run_1/density.png
Bar = 20 um. 12 x 12 tiles, from black (low) to pale yellow (high), 0 to 100% covered.
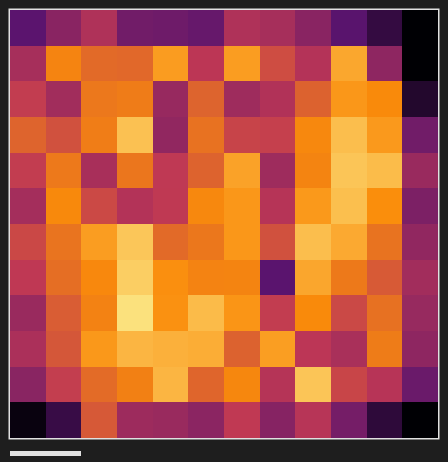
run_1/met2.png
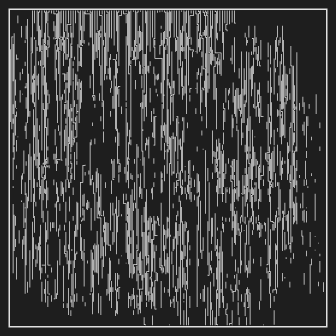
run_1/wire_density.png
Bar = 20 um. 24 x 24 tiles, from black (low) to pale yellow (high), scaled to the fullest tile. Values are wire area over tile area, all layers added.
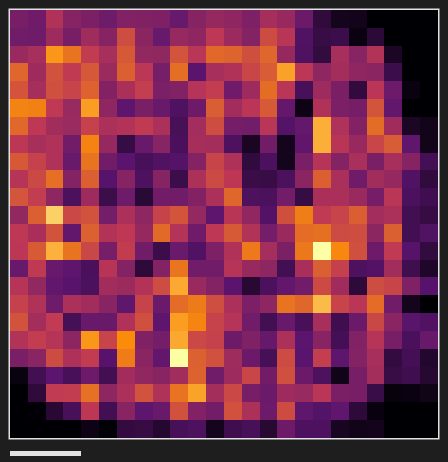
run_1/met1.png
Bar = 20 um.
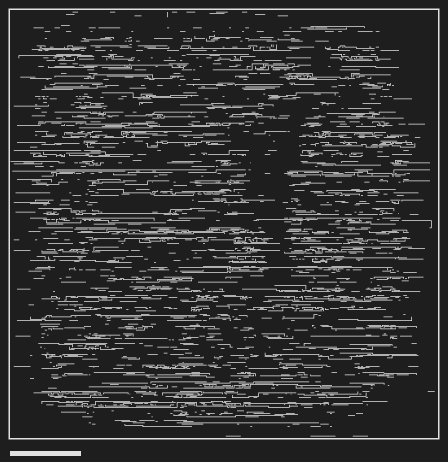
### src/rtl/cal_exe_sched.sv
// EXE-phase scheduler: converts BCD operands, starts one arithmetic unit, collects its result.
// Optional watchdog in WAIT is enabled by defining CAL_EXE_TIMEOUT_EN.
module cal_exe_sched #(
  parameter int unsigned NUM_UNITS = 4,
  parameter int unsigned OPD_W     = 11,
  parameter int unsigned RES_W     = 24,
  parameter int unsigned TMO_CYC   = 1023
) (
  input  logic                          clk_i,
  input  logic                          rst_i,
  input  logic                          exe_start_i,
  input  logic [NUM_UNITS-1:0]          op_sel_i,
  input  logic [11:0]                   a_bcd_i,
  input  logic                          a_sign_i,
  input  logic [11:0]                   b_bcd_i,
  input  logic                          b_sign_i,
  output logic signed [OPD_W-1:0]       op_a_o,
  output logic signed [OPD_W-1:0]       op_b_o,
  output logic [NUM_UNITS-1:0]          unit_start_o,
  input  logic [NUM_UNITS-1:0]          unit_done_i,
  input  logic [NUM_UNITS*RES_W-1:0]    unit_result_i,
  input  logic [NUM_UNITS-1:0]          unit_err_i,
  output logic                          busy_o,
  output logic                          exe_done_o,
  output logic signed [RES_W-1:0]       result_o,
  output logic [1:0]                    err_code_o
);

  localparam int unsigned BCD_W = 12;
  localparam int unsigned MAG_W = 10;
  localparam int unsigned CNT_W = $clog2(TMO_CYC + 1);

  localparam logic [1:0] ERR_OK    = 2'b00;
  localparam logic [1:0] ERR_BADOP = 2'b01;
  localparam logic [1:0] ERR_UNIT  = 2'b10;
  localparam logic [1:0] ERR_TMO   = 2'b11;

  typedef enum logic [4:0] {
    ST_IDLE  = 5'b00001,
    ST_CONV  = 5'b00010,
    ST_ISSUE = 5'b00100,
    ST_WAIT  = 5'b01000,
    ST_DONE  = 5'b10000
  } state_e;

  state_e                   state_q, state_d;
  logic [NUM_UNITS-1:0]     op_sel_q, op_sel_d;
  logic [BCD_W-1:0]         a_bcd_q, a_bcd_d, b_bcd_q, b_bcd_d;
  logic                     a_sign_q, a_sign_d, b_sign_q, b_sign_d;
  logic signed [OPD_W-1:0]  op_a_q, op_a_d, op_b_q, op_b_d;
  logic [NUM_UNITS-1:0]     unit_start_q, unit_start_d;
  logic                     busy_q, busy_d, exe_done_q, exe_done_d;
  logic signed [RES_W-1:0]  result_q, result_d;
  logic [1:0]               err_q, err_d;

  logic                     sel_ok_c, done_hit_c, err_hit_c, tmo_hit_c;
  logic [RES_W-1:0]         sel_result_c;

  // Saturating BCD-to-signed conversion; negative zero collapses to zero naturally.
  function automatic logic [OPD_W-1:0] bcd_to_opd(input logic [BCD_W-1:0] bcd, input logic neg);
    logic [MAG_W-1:0] mag;
    logic [3:0]       dig;
    logic [OPD_W-1:0] opd;
    mag = '0;
    for (int i = 2; i >= 0; i--) begin
      dig = (bcd[i*4 +: 4] > 4'd9) ? 4'd9 : bcd[i*4 +: 4];
      mag = MAG_W'(mag * MAG_W'(10)) + MAG_W'(dig);
    end
    opd = OPD_W'(mag);
    return neg ? -opd : opd;
  endfunction

  assign sel_ok_c   = (op_sel_q != '0) && ((op_sel_q & (op_sel_q - NUM_UNITS'(1))) == '0);
  assign done_hit_c = |(unit_done_i & op_sel_q);
  assign err_hit_c  = |(unit_err_i & unit_done_i & op_sel_q);

  always_comb begin
    sel_result_c = '0;
    for (int unsigned i = 0; i < NUM_UNITS; i++) begin
      if (op_sel_q[i]) sel_result_c = sel_result_c | unit_result_i[i*RES_W +: RES_W];
    end
  end

`ifdef CAL_EXE_TIMEOUT_EN
  logic [CNT_W-1:0] cnt_q, cnt_d;

  assign tmo_hit_c = (cnt_q == CNT_W'(TMO_CYC - 1));

  always_comb begin
    cnt_d = cnt_q;
    if (state_q == ST_ISSUE)     cnt_d = '0;
    else if (state_q == ST_WAIT) cnt_d = cnt_q + CNT_W'(1);
  end

  always_ff @(posedge clk_i) begin
    if (rst_i) cnt_q <= '0;
    else       cnt_q <= cnt_d;
  end
`else
  logic unused_tmo_c;
  assign tmo_hit_c    = 1'b0;
  assign unused_tmo_c = ^(CNT_W'(TMO_CYC));
`endif

  // State register
  always_ff @(posedge clk_i) begin
    if (rst_i) state_q <= ST_IDLE;
    else       state_q <= state_d;
  end

  // Next-state logic
  always_comb begin
    state_d = state_q;
    case (state_q)
      ST_IDLE:  if (exe_start_i) state_d = ST_CONV;
      ST_CONV:  state_d = sel_ok_c ? ST_ISSUE : ST_DONE;
      ST_ISSUE: state_d = ST_WAIT;
      ST_WAIT:  if (done_hit_c || tmo_hit_c) state_d = ST_DONE;
      ST_DONE:  state_d = ST_IDLE;
      default:  state_d = ST_IDLE;
    endcase
  end

  // Output and datapath next values; flags follow the state being entered
  always_comb begin
    op_sel_d     = op_sel_q;
    a_bcd_d      = a_bcd_q;
    a_sign_d     = a_sign_q;
    b_bcd_d      = b_bcd_q;
    b_sign_d     = b_sign_q;
    op_a_d       = op_a_q;
    op_b_d       = op_b_q;
    result_d     = result_q;
    err_d        = err_q;
    unit_start_d = (state_d == ST_ISSUE) ? op_sel_q : '0;
    busy_d       = (state_d != ST_IDLE);
    exe_done_d   = (state_d == ST_DONE);
    case (state_q)
      ST_IDLE: begin
        if (exe_start_i) begin
          op_sel_d = op_sel_i;
          a_bcd_d  = a_bcd_i;
          a_sign_d = a_sign_i;
          b_bcd_d  = b_bcd_i;
          b_sign_d = b_sign_i;
        end
      end
      ST_CONV: begin
        op_a_d = bcd_to_opd(a_bcd_q, a_sign_q);
        op_b_d = bcd_to_opd(b_bcd_q, b_sign_q);
        if (!sel_ok_c) begin
          err_d    = ERR_BADOP;
          result_d = '0;
        end
      end
      ST_WAIT: begin
        if (done_hit_c) begin
          err_d    = err_hit_c ? ERR_UNIT : ERR_OK;
          result_d = err_hit_c ? '0 : sel_result_c;
        end else if (tmo_hit_c) begin
          err_d    = ERR_TMO;
          result_d = '0;
        end
      end
      default: ;
    endcase
  end

  always_ff @(posedge clk_i) begin
    if (rst_i) begin
      op_sel_q     <= '0;
      a_bcd_q      <= '0;
      a_sign_q     <= 1'b0;
      b_bcd_q      <= '0;
      b_sign_q     <= 1'b0;
      op_a_q       <= '0;
      op_b_q       <= '0;
      unit_start_q <= '0;
      busy_q       <= 1'b0;
      exe_done_q   <= 1'b0;
      result_q     <= '0;
      err_q        <= '0;
    end else begin
      op_sel_q     <= op_sel_d;
      a_bcd_q      <= a_bcd_d;
      a_sign_q     <= a_sign_d;
      b_bcd_q      <= b_bcd_d;
      b_sign_q     <= b_sign_d;
      op_a_q       <= op_a_d;
      op_b_q       <= op_b_d;
      unit_start_q <= unit_start_d;
      busy_q       <= busy_d;
      exe_done_q   <= exe_done_d;
      result_q     <= result_d;
      err_q        <= err_d;
    end
  end

  assign op_a_o       = op_a_q;
  assign op_b_o       = op_b_q;
  assign unit_start_o = unit_start_q;
  assign busy_o       = busy_q;
  assign exe_done_o   = exe_done_q;
  assign result_o     = result_q;
  assign err_code_o   = err_q;

endmodule

### config.mk
export PLATFORM = sky130hd
export DESIGN_NAME = cal_exe_sched
export DESIGN_NICKNAME = d
export VERILOG_FILES = /design/src/rtl/cal_exe_sched.sv
export SDC_FILE = /design/constraint.sdc
export NUM_CORES = 1
export LEC_CHECK = 0
export CORE_MARGIN = 2
export CORE_UTILIZATION = 42
export CTS_CLUSTER_SIZE = 16
export DETAILED_ROUTE_END_ITERATION = 7
export PLACE_DENSITY_LB_ADDON = 0.05
export SKIP_CTS_REPAIR_TIMING = 1
export SYNTH_ARGS = -nofsm -noshare
export SYNTH_HDL_FRONTEND = slang
export SYNTH_SLANG_ARGS = --single-unit
### constraint.sdc
create_clock -name clk_i -period 4.1 [get_ports clk_i]
set_input_delay 0.82 -clock clk_i [delete_from_list [all_inputs] [get_ports clk_i]]
set_output_delay 0.82 -clock clk_i [all_outputs]
set_load 0.02 [all_outputs]
==> impl_metrics.yaml, run 1 <==
# synthesis and place-and-route metrics
clock_tree:
  cts_buffers: 9
  clock-sinks: 89
  clk_path_buf_depth: 2
  cts_root_buffer: "clkbuf_16"
  clk_latency_ps: 340
  cts_tree: "yes"
routing:
  dr.max_layer_used: "met4"
  drtIter0Drc: 214
  dr_wl_met3_um: 851
  dr_wl_met2_um: 8990
  ant_nets: 0
pwr:
  p_per_area_mw_per_mm2: 317
  pwr-share-seq_pct: 34.1
  p_clk_share_pct: 29.8
  comb_power_share_pct: 36.1
  p_int_mw: 1.84
layout:
  num_antenna_cells: 0
  instances_no_fill: 1065
  comb_area_mm2: 0.00407
  nFillCells: 1138
  regArea_mm2: 0.00179
  postLayoutCoreUtil_pct: 64.3
  layout.cells.most_common: "clkdlybuf4s50_1"
yosys:
  xor_share_pct: 7.66
  yosys.area_share.adder_pct: 11.5
  synth-area-yosys_mm2: 0.00573
  top_cells_by_area: "dfxtp_1 31%, ha_1 8.7%, a21oi_1 6.7%"
  synth_nets: 893
  edf_count: 0
  ys.flop_type: "dfxtp_1"
  synth.cellmix.simpleShare_pct: 21.1
  ys.flops: 89
  topCombFamilyByArea: "AND-OR/OR-AND gates"
grt:
  grt_usage_pct: 22.3
  grt_max_degree: 51
setup_path:
  reg2reg_to: "op_b_o[9]"
  cpMostUsedCell: "ha_4"
  path_delay_family: "adder cells"
  worstPathMaxFanout: 4
  start_kind: "flop"
  critPathMaxStageDelay_ps: 540
  crit_arrival_ps: 4250
place:
  dp_cells: 1041
  place_area_mm2: 0.00780
  place_hpwl_um: 12900
  place.gp.congestion: 0.881
  dpl_worst_slack_ps: -125
final_timing:
  worstMarginPinSlew_ps: 1190
  setup_slack_ps: 40.9
  fin_skew_ps: 6.59
  relSlewSlack_pct: 20.8
  holdWs_ps: 455
  rsz0062_at_grt: "yes"
  setup_viol: 0
status:
  status: "complete, no violations"
floorplanning:
  fp_util_pct: 43.1
  core_mm2: 0.0133
  die_w_um: 121
run:
  maxCapViolCount: 0
worst_hold_path:
  whs_endpoint: "op_b_o[2]"
About density.png:
nearly empty tiles	2.1%
fullest tile	94%
tiles over 75% full	23%
mean over tiles	57%

About met2.png:
nets with wire on the layer	914
main direction	vertical
wire length on this layer	8,990 um
longest straight run	54.4 um
via count: 5,712
Post-Route WL: 17,200 um
GR met2 Demand/Resource: 40.1%

About wire_density.png:
mean over tiles	0.19
nearly empty tiles	5.2%
fullest tile	0.50
tiles over half the peak	25%

About met1.png:
main direction	horizontal
nets with wire on the layer	969
longest straight run	42.3 um
wire length on this layer	7,030 um
global-route met1 utilization: 26.5%

==> run 1: power by group through the flow <==
stage | clock network, mW | registers (mW) | logic [mW]
finish | 0.808 | 0.925 | 0.977
global route | 0.854 | 0.929 | 1.06
CTS | 0.819 | 0.922 | 0.822
detailed placement | 0 | 0.942 | 0.818
global placement | 0 | 0.940 | 0.799
floorplan | 0 | 0.935 | 0.525
==> run 1: cells in the mapped netlist, drive strengths merged (2+ instances only) <==
cell type	n
a211oi	20
a21o	7
a21oi	77
a221oi	24
a22o	24
a22oi	2
a31oi	2
and2	7
and2b	2
and3	3
buf	6
clkbuf	45
dfxtp	89
fa	8
ha	40
inv	22
mux2i	5
nand2	84
nand2b	11
nand3	13
nand3b	3
nand4	2
nor2	65
nor2b	15
nor3	35
nor4b	2
o2111ai	2
o21a	3
o21ai	13
o21bai	2
o311ai	2
o31ai	6
or2	2
or3	6
or4	2
xnor2	24
xnor3	2
xor2	21
==> run 1: worst max path at each step <==
stage | startpoint | to | slack [ps] | cells past startpoint
after floorplan | a_bcd_q[11] | op_a_o[10] | 30 | 14
after global placement | b_bcd_q[11] | op_b_o[9] | 30 | 15
after detailed placement | b_bcd_q[11] | op_b_o[9] | -120 | 15
after CTS | b_bcd_q[11] | op_b_o[9] | -150 | 15
after global routing | b_bcd_q[10] | op_b_o[9] | -90 | 17
final | b_bcd_q[10] | op_b_o[9] | 40 | 17
==> run 1: cell type report <==
type,count,share of cell area [%]
clock buffer,11,2.96
clock inverter,5,0.439
inverter,22,0.966
multi-input combinational,546,47.7
sequential,89,20.9
tap,176,2.58
timing repair buffer,216,24.5
==> run 1: layer usage <==
metal | track usage (%) | vias to the layer above
li1 | - | 2857
met1 | 26.5 | 2695
met2 | 40.1 | 140
met3 | 4.86 | 20
met4 | 6.54 | 0
met5 | 0 | -
run_1/final_congestion.png
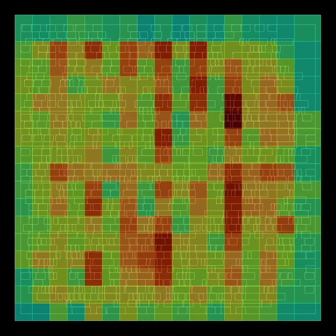

==> run 2: changes to the inputs <==
- CORE_UTILIZATION: 42 -> 40
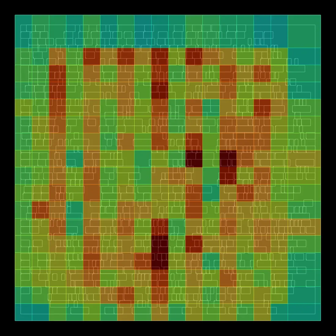
run_2/final_congestion.png
met3 Track Usage GR: 5.22%
Routed wire per std cell: 16.4 um
Core Util, Final: 60.4%
GR met2 Demand/Resource: 38.7%

==> run 2 against run 1 <==
  * Sequential share of layout area up 0.28 points
  * Combinational power fell by 4.0%
  * First-iteration DRC count is 46% higher
  * Cell area is 1.5% lower
  * Critical path depth fell by 1
  * Worst setup slack better by 33 ps
  * Clock skew decreased by 0.94 ps
  * Wire length is 2.4% higher
  * Global-route usage rose by 0.088 points
==> impl_metrics.yaml, run 2 <==
# synthesis and place-and-route metrics
routing:
  drtIter0Drc: 312
  routed_wl_um: 17600
  ant_nets: 0
  drc: 0
  num_vias: 5757
yosys:
  synth-area-yosys_mm2: 0.00573
  ys_seq_share_pct: 31.1
  top_cells_by_area: "dfxtp_1 31%, ha_1 8.7%, a21oi_1 6.7%"
  ys.flops: 89
  common_cells: "89 x dfxtp_1, 84 x nand2_1, 77 x a21oi_1"
  ys.flop_type: "dfxtp_1"
  synth_dominant_cell_count: "dfxtp_1"
  edf_count: 0
  synth_nets: 893
place:
  dp_cells: 1051
  dpl_worst_slack_ps: -60.8
  place.gp.congestion: 0.801
  portBuffers: 190
  place_hpwl_um: 13300
  place_area_mm2: 0.00785
grt:
  grt_max_degree: 52
  grt_usage_pct: 22.4
setup_path:
  rr_startpoint: "b_bcd_q[10]"
  reg2reg_to: "op_b_o[9]"
  worstPathMaxFanout: 3
  crit_arrival_ps: 4220
  start_kind: "flop"
clock_tree:
  cts_root_buffer: "clkbuf_16"
  clk_latency_ps: 350
  cts_buffers: 9
  clk_path_buf_depth: 2
  cts_tree: "yes"
  clock-sinks: 89
final_timing:
  setup_slack_ps: 73.6
  setup_viol: 0
  rsz0062_at_grt: "yes"
  worstMarginPinSlew_ps: 1150
  relSlewSlack_pct: 23.2
  fin_skew_ps: 5.65
  holdWs_ps: 454
layout:
  layout-drive-gt1-share_pct: 11.9
  num_antenna_cells: 0
  instances_no_fill: 1073
  layout.cells.most_common: "clkdlybuf4s50_1"
pwr:
  p_per_area_mw_per_mm2: 314
  finalPower_mw: 2.65
run:
  maxCapViolCount: 0
worst_hold_path:
  whs_endpoint: "op_b_o[2]"
  min_path_type: "reg -> reg"
floorplanning:
  core_mm2: 0.0139
  die_w_um: 124
  fp_util_pct: 41.1
status:
  status: "complete, no violations"
[run 2: cell counts after synthesis]
Identical to the previous run, type by type.
[run 2: logic make-up after synthesis]
logic type                 synth area share [%]
adders and majority gates                  11.5
xor gates and xnor gates                   7.66
and+or+nand+nor                            21.1
AOI/OAI and AO/OA                          22.9
muxes                                     0.873
DFF                                        31.1
buffers and inverters                      4.85
[run 2: worst max path at each step]
stage | from | end | slack [ps] | cells after the start
after floorplan | a_bcd_q[11] | op_a_o[10] | 30 | 14
after global routing | b_bcd_q[10] | op_b_o[9] | -120 | 16
final | b_bcd_q[10] | op_b_o[9] | 70 | 16
after global placement | b_bcd_q[11] | op_b_o[9] | 90 | 14
after detailed placement | a_bcd_q[11] | op_a_o[10] | -60 | 13
after CTS | a_bcd_q[11] | op_a_o[9] | -80 | 16
[run 2: metal layers]
layer | track usage (%) | wire [um]
met1 | 26.4 | 7120
met2 | 38.7 | 9120
met3 | 5.22 | 912
met4 | 9.80 | 418
met5 | 0 | 0
[run 2: where the power goes]
| group | switching [mW] | internal (mW) |
|---|---|---|
| clock network | 0.358 | 0.426 |
| logic | 0.458 | 0.480 |
| registers | 0.0335 | 0.893 |
[run 2: area by class of cell]
cell class / count / area (um2)
fill: 1225 / 5510
timing repair buffer: 220 / 2120
inverter: 22 / 82.6
clock buffer: 11 / 243
clock inverter: 5 / 31.3
tap: 180 / 225
multi-input combinational: 546 / 3930
sequential: 89 / 1790
[run 2: worst max-delay path, stage by stage (launching register included)]
cell and delay, ps:
dfxtp_2 320, o21ai_1 130, nand2b_1 110, ha_2 230, fa_2 430, xor2_2 190, ha_1 280, ha_2 190
inv_2 60, fa_2 440, nand2b_4 150, or4_4 520, nor3_4 200, xor2_1 100, o31ai_2 260, xnor2_1 160
a211oi_2 80
Power figures rest on the tool's default switching activity, not on a simulated workload.
